`src/rtl/bus_refill_if.sv`:
```
// Cache-refill bus bundle: the cache-side miss request and fill port plus the
// byte-wide external memory read port, grouped so the refill engine and its
// environment share one connection.
interface bus_refill_if;
  // Cache miss request
  logic        miss;
  logic [15:0] miss_addr;
  logic        busy;

  // External byte-wide memory read port
  logic        mem_req;
  logic [15:0] mem_addr;
  logic        mem_ack;
  logic [7:0]  mem_data;

  // Cache line fill port
  logic        fill_we;
  logic [15:0] fill_addr;
  logic [7:0]  fill_data;
  logic        fill_done;
  logic        fill_err;

  // View of the refill engine itself
  modport slave (
    input  miss, miss_addr, mem_ack, mem_data,
    output busy, mem_req, mem_addr,
    output fill_we, fill_addr, fill_data, fill_done, fill_err
  );

  // View of the environment (cache + memory) driving the engine
  modport master (
    output miss, miss_addr, mem_ack, mem_data,
    input  busy, mem_req, mem_addr,
    input  fill_we, fill_addr, fill_data, fill_done, fill_err
  );
endinterface

```
`src/rtl/bus_refill.sv`:
```
// Cache-miss refill engine. Fetches one aligned line of LINE_BYTES bytes from
// byte-wide memory, critical byte first with wrap-around inside the line,
// writing each byte into the cache with a one-cycle strobe. A refill ends with
// a one-cycle fill_done pulse, or with a one-cycle fill_err pulse if memory
// fails to acknowledge within TIMEOUT cycles.
module bus_refill #(
  parameter int LINE_BYTES = 4,
  parameter int TIMEOUT    = 15
) (
  input  logic        clk,
  input  logic        rst,
  bus_refill_if.slave bus
);

  localparam int IDXW = $clog2(LINE_BYTES);
  localparam int UPW  = 16 - IDXW;

  // Index of the final byte of a line, and the timeout counter value at which
  // one more unacknowledged request cycle exhausts the budget.
  localparam logic [IDXW-1:0] LAST_COUNT = IDXW'(LINE_BYTES - 1);
  localparam logic [7:0]      TMO_LAST   = 8'(TIMEOUT - 1);

  typedef enum logic [1:0] {
    IDLE  = 2'd0,
    REQ   = 2'd1,
    WRITE = 2'd2,
    DONE  = 2'd3
  } state_t;

  state_t state_reg;

  // Line context: upper address bits are fixed for the whole refill, only the
  // in-line index moves (modulo LINE_BYTES by virtue of its width).
  logic [UPW-1:0]  upper_reg;
  logic [IDXW-1:0] idx_reg;
  logic [IDXW-1:0] count_reg;
  logic [7:0]      tmo_reg;

  // Registered outputs
  logic            mem_req_reg;
  logic [15:0]     mem_addr_reg;
  logic            fill_we_reg;
  logic [15:0]     fill_addr_reg;
  logic [7:0]      fill_data_reg;
  logic            fill_done_reg;
  logic            fill_err_reg;

  logic [IDXW-1:0] idx_next;

  assign idx_next = idx_reg + IDXW'(1);

  // Refill FSM: sequencing, address generation and all registered outputs.
  always_ff @(posedge clk) begin
    if (rst) begin
      state_reg     <= IDLE;
      upper_reg     <= '0;
      idx_reg       <= '0;
      count_reg     <= '0;
      tmo_reg       <= '0;
      mem_req_reg   <= 1'b0;
      mem_addr_reg  <= '0;
      fill_we_reg   <= 1'b0;
      fill_addr_reg <= '0;
      fill_data_reg <= '0;
      fill_done_reg <= 1'b0;
      fill_err_reg  <= 1'b0;
    end else begin
      // Strobes and pulses last exactly one cycle unless re-asserted below.
      fill_we_reg   <= 1'b0;
      fill_done_reg <= 1'b0;
      fill_err_reg  <= 1'b0;

      case (state_reg)
        IDLE: begin
          if (bus.miss) begin
            upper_reg    <= bus.miss_addr[15:IDXW];
            idx_reg      <= bus.miss_addr[IDXW-1:0];
            count_reg    <= '0;
            tmo_reg      <= '0;
            mem_req_reg  <= 1'b1;
            // Missed byte goes out first; base|idx equals the miss address.
            mem_addr_reg <= bus.miss_addr;
            state_reg    <= REQ;
          end
        end

        REQ: begin
          if (bus.mem_ack) begin
            // Data is valid with the acknowledge; present it next cycle.
            fill_data_reg <= bus.mem_data;
            fill_addr_reg <= {upper_reg, idx_reg};
            fill_we_reg   <= 1'b1;
            mem_req_reg   <= 1'b0;
            state_reg     <= WRITE;
          end else if (tmo_reg == TMO_LAST) begin
            // Budget exhausted: abandon the line rather than hang the core.
            tmo_reg      <= tmo_reg + 8'd1;
            mem_req_reg  <= 1'b0;
            fill_err_reg <= 1'b1;
            state_reg    <= IDLE;
          end else begin
            tmo_reg <= tmo_reg + 8'd1;
          end
        end

        WRITE: begin
          if (count_reg == LAST_COUNT) begin
            fill_done_reg <= 1'b1;
            state_reg     <= DONE;
          end else begin
            idx_reg      <= idx_next;
            count_reg    <= count_reg + IDXW'(1);
            tmo_reg      <= '0;
            mem_req_reg  <= 1'b1;
            mem_addr_reg <= {upper_reg, idx_next};
            state_reg    <= REQ;
          end
        end

        DONE: begin
          state_reg <= IDLE;
        end

        default: begin
          state_reg <= IDLE;
        end
      endcase
    end
  end

  assign bus.busy      = (state_reg != IDLE);
  assign bus.mem_req   = mem_req_reg;
  assign bus.mem_addr  = mem_addr_reg;
  assign bus.fill_we   = fill_we_reg;
  assign bus.fill_addr = fill_addr_reg;
  assign bus.fill_data = fill_data_reg;
  assign bus.fill_done = fill_done_reg;
  assign bus.fill_err  = fill_err_reg;

endmodule

```
`src/flat_wrapper.sv`:
```
// flat-port wrapper written by rule: the top's interface ports become plain ports
module bus_refill_flat 
#(
  parameter int LINE_BYTES = 4,
  parameter int TIMEOUT    = 15
)
  (clk, rst, bus_miss, bus_miss_addr, bus_mem_ack, bus_mem_data, bus_busy, bus_mem_req, bus_mem_addr, bus_fill_we, bus_fill_addr, bus_fill_data, bus_fill_done, bus_fill_err);
  bus_refill_if bus_i ();
  input  logic clk;
  input  logic rst;
  input wire logic [$bits(bus_i.miss)-1:0] bus_miss;
  input wire logic [$bits(bus_i.miss_addr)-1:0] bus_miss_addr;
  input wire logic [$bits(bus_i.mem_ack)-1:0] bus_mem_ack;
  input wire logic [$bits(bus_i.mem_data)-1:0] bus_mem_data;
  output wire logic [$bits(bus_i.busy)-1:0] bus_busy;
  output wire logic [$bits(bus_i.mem_req)-1:0] bus_mem_req;
  output wire logic [$bits(bus_i.mem_addr)-1:0] bus_mem_addr;
  output wire logic [$bits(bus_i.fill_we)-1:0] bus_fill_we;
  output wire logic [$bits(bus_i.fill_addr)-1:0] bus_fill_addr;
  output wire logic [$bits(bus_i.fill_data)-1:0] bus_fill_data;
  output wire logic [$bits(bus_i.fill_done)-1:0] bus_fill_done;
  output wire logic [$bits(bus_i.fill_err)-1:0] bus_fill_err;
  assign bus_i.miss = bus_miss;
  assign bus_i.miss_addr = bus_miss_addr;
  assign bus_i.mem_ack = bus_mem_ack;
  assign bus_i.mem_data = bus_mem_data;
  assign bus_busy = bus_i.busy;
  assign bus_mem_req = bus_i.mem_req;
  assign bus_mem_addr = bus_i.mem_addr;
  assign bus_fill_we = bus_i.fill_we;
  assign bus_fill_addr = bus_i.fill_addr;
  assign bus_fill_data = bus_i.fill_data;
  assign bus_fill_done = bus_i.fill_done;
  assign bus_fill_err = bus_i.fill_err;
  bus_refill #(.LINE_BYTES(LINE_BYTES), .TIMEOUT(TIMEOUT)) u_core (.clk(clk), .rst(rst), .bus(bus_i));
endmodule
```
`config.mk`:
```
export PLATFORM = sky130hd
export DESIGN_NAME = bus_refill_flat
export DESIGN_NICKNAME = d
export VERILOG_FILES = /design/src/rtl/bus_refill_if.sv /design/src/rtl/bus_refill.sv /design/src/flat_wrapper.sv
export SDC_FILE = /design/constraint.sdc
export NUM_CORES = 1
export LEC_CHECK = 0
export CORE_ASPECT_RATIO = 0.8
export CORE_MARGIN = 8
export CORE_UTILIZATION = 43
export CTS_BUF_LIST = sky130_fd_sc_hd__clkbuf_16
export DETAILED_ROUTE_END_ITERATION = 6
export GPL_TIMING_DRIVEN = 1
export MAX_ROUTING_LAYER = met4
export PLACE_DENSITY = 0.75
export SLEW_MARGIN = 40
export SYNTH_ARGS = -nofsm -noshare
export SYNTH_HDL_FRONTEND = slang
export SYNTH_SLANG_ARGS = --single-unit
```
`constraint.sdc`:
```
create_clock -name clk -period 1.65 [get_ports clk]
set_input_delay 0.2475 -clock clk [delete_from_list [all_inputs] [get_ports clk]]
set_output_delay 0.2475 -clock clk [all_outputs]
set_load 0.02 [all_outputs]
```
run_1/m3.png
Scale bar: 20 um.
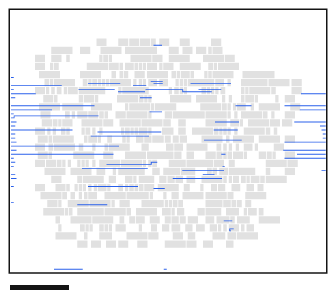
The wires run mostly horizontal. 54 nets have wire on it.

run_1/m1.png
Scale bar: 20 um.
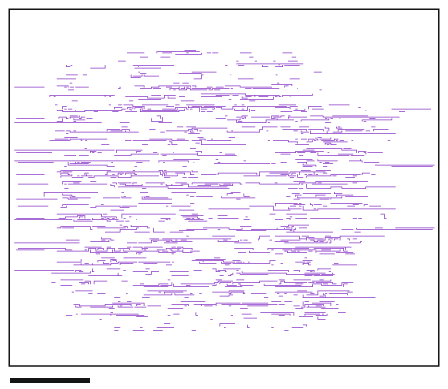
426 nets have wire on it. The layer holds 43% of the routed length. The wires run mostly horizontal. The layer carries 3,270 um of wire.

run_1/util_map.png
11 x 9 tiles, from white (low) to dark blue (high), 0 to 100% covered.
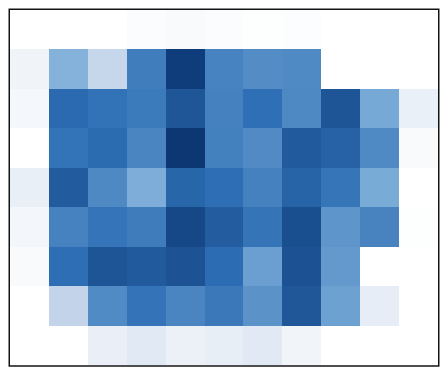
25% of the tiles are nearly empty. The fullest tile reaches 97%. The densest ninth of the die: center. The mean over all tiles is 43%. 21% of the tiles are over 75% full.

-- run 1: cell type report --
cell class	count	area share (%)
Clock buffer	9	5.43
Timing Repair Buffer	99	23.3
Clock inverter	7	2.90
Sequential cell	70	33.9
Multi-Input combinational cell	249	31.7
Tap cell	84	2.54
Inverter	3	0.272
-- run 1: through the flow --
step	setup slack (ps)	util (%)
CTS	9.65	64.5
finish	65.4	65.0
floorplan	53.7	-
detailed placement	-153	59.0
global placement	-109	59.0
global route	-1.63	65.0
-- run 1: worst max-delay path, cell delays in order, from the launching register on --
cell and delay (ps):
dfxtp_1 330, ha_2 210, o21ai_4 160, o31ai_2 100, or4b_1 490, a211oi_2 220
-- run 1: layer usage --
layer	vias to the layer above	global-route usage [%]
li1	1349	-
met1	1224	20.1
met2	96	26.2
met3	13	6.99
met4	0	6.75
met5	-	-
==> results.json, run 1 <==
{
  "status": "completed",
  "grt.total_usage_pct": 17.3,
  "final_cell_mix": "109 x nand2_1, 69 x clkdlybuf4s50_1, 68 x dfxtp_1, 42 x a21oi_1, 26 x nor2_1",
  "grt_max_degree": 40,
  "antenna_found_initial": 0,
  "powerComb_uw": 637,
  "num_rows": 26,
  "maxCapViolations": 0,
  "numCtsBuffers": 9,
  "warning_count": 27,
  "via_count": 2682,
  "drtIter0Drc": 144,
  "worstRegToRegCells": 5,
  "ir_worst_vdd_mv": 0.711,
  "setup-tns-final_ps": 0,
  "logic_area_um2": 1310,
  "synth_area_um2": 2820,
  "top_area_cell": "dfxtp_1",
  "synth_seq_share_pct": 49.8,
  "yosysWarningCount": 0,
  "drc": 0,
  "crit_start": "u_core.count_reg[0]$_SDFFE_PP0P_",
  "pwr-share-seq_pct": 39.4,
  "die_w_um": 106,
  "hold_path_class": "in -> reg",
  "place_area_um2": 3760,
  "layout_top_cell": "nand2_1",
  "die.size.y_um": 88.4,
  "switching_share_pct": 23.7,
  "ys.flop_type": "dfxtp_1",
  "synth_stat.cells": 347,
  "syn_inst": 347,
  "topCellsByArea": "dfxtp_1 50%, nand2_1 15%, a21oi_1 7.6%",
  "maxPowerGroup": "clock",
  "crit_arrival_ps": 1830,
  "insertion_delay_ps": 330,
  "p_clk_share_pct": 47.0,
  "most_common_cell": "nand2_1",
  "flop_area_um2": 1400,
  "p_comb_share_pct": 13.6,
  "final_max_slew_viol_count": 0,
  "crit_type": "reg -> reg",
  "worstPathMaxFanout": 3,
  "power_mw": 4.67
}
run_1/congestion_map.png
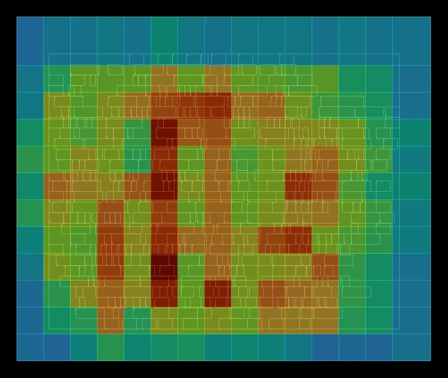

--- run 2 (diff from run 1) ---
--- a/config.mk
+++ b/config.mk
@@ -5,14 +5,13 @@
 export SDC_FILE = /design/constraint.sdc
 export NUM_CORES = 1
 export LEC_CHECK = 0
-export CORE_ASPECT_RATIO = 0.8
 export CORE_MARGIN = 8
-export CORE_UTILIZATION = 43
+export CORE_UTILIZATION = 48
 export CTS_BUF_LIST = sky130_fd_sc_hd__clkbuf_16
 export DETAILED_ROUTE_END_ITERATION = 6
 export GPL_TIMING_DRIVEN = 1
 export MAX_ROUTING_LAYER = met4
-export PLACE_DENSITY = 0.75
+export PLACE_DENSITY = 0.79
 export SLEW_MARGIN = 40
 export SYNTH_ARGS = -nofsm -noshare
 export SYNTH_HDL_FRONTEND = slang
==> constraint.sdc (replaced) <==
create_clock -name clk -period 1.6 [get_ports clk]
set_input_delay 0.24 -clock clk [delete_from_list [all_inputs] [get_ports clk]]
set_output_delay 0.24 -clock clk [all_outputs]
set_load 0.02 [all_outputs]
run_2/congestion_map.png
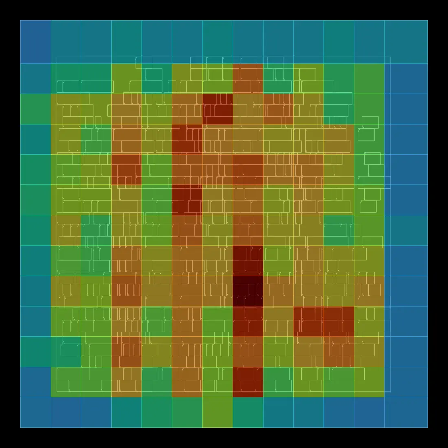
final core occ: 70.7%
met1 Use GR: 19.1%
GR Util met2: 30.3%

run_2/m3.png
Scale bar: 20 um.
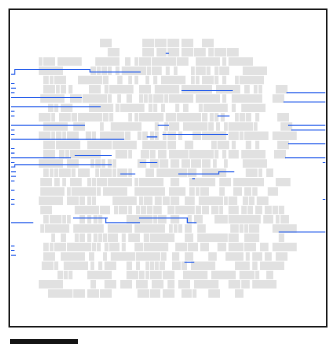
The longest straight run is 32.9 um. The layer carries 409 um of wire.

==> run 2 against run 1 <==
  * Critical path depth fell by 4
  * Design area fell by 1.4%
  * Non-clock buffer count rose by 5
  * Clock power fell by 23%
  * Largest cell class unchanged
  * Clock-buffer cell count did not move
==> results.json, run 2 <==
{
  "totalWireLength_um": 7470,
  "crit_type": "reg -> out",
  "crit_start": "u_core.bus.mem_addr[1]$_SDFFE_PP0P_",
  "grtUsageMet3_pct": 6.31,
  "most_common_cell": "nand2_1",
  "r2r_end": "u_core.tmo_reg[7]$_SDFFE_PP0P_",
  "cp_num_cells": 1,
  "grt.total_usage_pct": 18.1,
  "crit_chain": "clkdlybuf4s50_1",
  "worstPathMaxFanout": 4,
  "drc": 0,
  "die_w_um": 92.6,
  "fp_nets": 378,
  "flop_area_um2": 1400,
  "final_max_slew_viol_count": 0,
  "cp-endpoint": "bus_mem_addr[1]",
  "layout_top_cell": "nand2_1",
  "place_area_um2": 3770,
  "grt_pass1_vias": 2632,
  "worstRegToRegCells": 5,
  "cts_root_buf": "clkbuf_16",
  "cp_num_buf_inv": 1,
  "area_growth_pct": 45.1,
  "synth_area_um2": 2820,
  "min_to": "u_core.state_reg[0]$_SDFFE_PP0P_",
  "ir_worst_vdd_mv": 0.865,
  "pin_count": 73,
  "top_area_cell": "dfxtp_1",
  "yosysWarningCount": 0,
  "powerComb_uw": 667,
  "slowest_delay_ps": 630,
  "drtIter0Drc": 153,
  "switching_share_pct": 25.5,
  "numCtsBuffers": 9,
  "cpLargestDelayFamily": "buffers and inverters",
  "warning_count": 28,
  "topCellsByArea": "dfxtp_1 50%, nand2_1 15%, a21oi_1 7.6%",
  "insertion_delay_ps": 320,
  "p_clk_share_pct": 39.9,
  "p_comb_share_pct": 15.6,
  "slowest_stage": "clkdlybuf4s50_1",
  "final_cell_mix": "109 x nand2_1, 69 x clkdlybuf4s50_1, 68 x dfxtp_1, 42 x a21oi_1, 29 x buf_4",
  "routabilityCongestion": 0.858,
  "maxCapViolations": 0,
  "grt_max_degree": 36,
  "synth_seq_share_pct": 49.8,
  "die.size.y_um": 92.6,
  "dieArea_um2": 8570,
  "top_area_share_pct": 49.8,
  "crit_arrival_ps": 1330,
  "wl_met2_um": 3780,
  "via_count": 2664,
  "logic_area_um2": 1340,
  "post-place-ws_ps": -228,
  "cp.required_ps": 1360,
  "ant_nets": 0,
  "hold_path_class": "in -> reg",
  "setup_ws_ps": 31.0,
  "ys.flop_type": "dfxtp_1",
  "pwr-share-seq_pct": 44.5,
  "syn_inst": 347,
  "p_int_mw": 3.18,
  "antenna_found_initial": 0,
  "final_area_um2": 4090,
  "avgSynthCellArea_um2": 8.12,
  "pg_clk_mw": 1.70,
  "firstDrtPassIters": 4,
  "status": "completed",
  "ctsHoldBuffers": 0,
  "top_usage_layer": "met2",
  "synth_stat.cells": 347,
  "num_rows": 28,
  "endpoint_kind": "primary output",
  "maxPowerGroup": "sequential cells",
  "power_mw": 4.27
}
-- run 2: logic make-up after synthesis --
group,after synthesis
xor gates and xnor gates,2
and+or+nand+nor,167
AOI/OAI and AO/OA,74
adders and majority gates,3
DFF,70
buffers and inverters,28
muxes,3
-- run 2: through the flow --
step / hold slack, ps / setup TNS (ps) / utilization [%]
after global placement: 441 / -1470 / 65.2
after detailed placement: 448 / -2270 / 65.2
final: 239 / 0 / 70.7
after floorplan: 376 / 0 / -
after CTS: 224 / 0 / 69.8
after global routing: 266 / 0 / 70.7
-- run 2: area by class of cell --
cell class | instances | area share, %
Sequential cell | 70 | 34.3
Tap cell | 75 | 2.30
Clock buffer | 9 | 5.51
Timing Repair Buffer | 104 | 24.0
Multi-Input combinational cell | 249 | 32.8
Inverter | 3 | 0.275
Clock inverter | 6 | 0.796
Power and IR drop assume default switching activity.
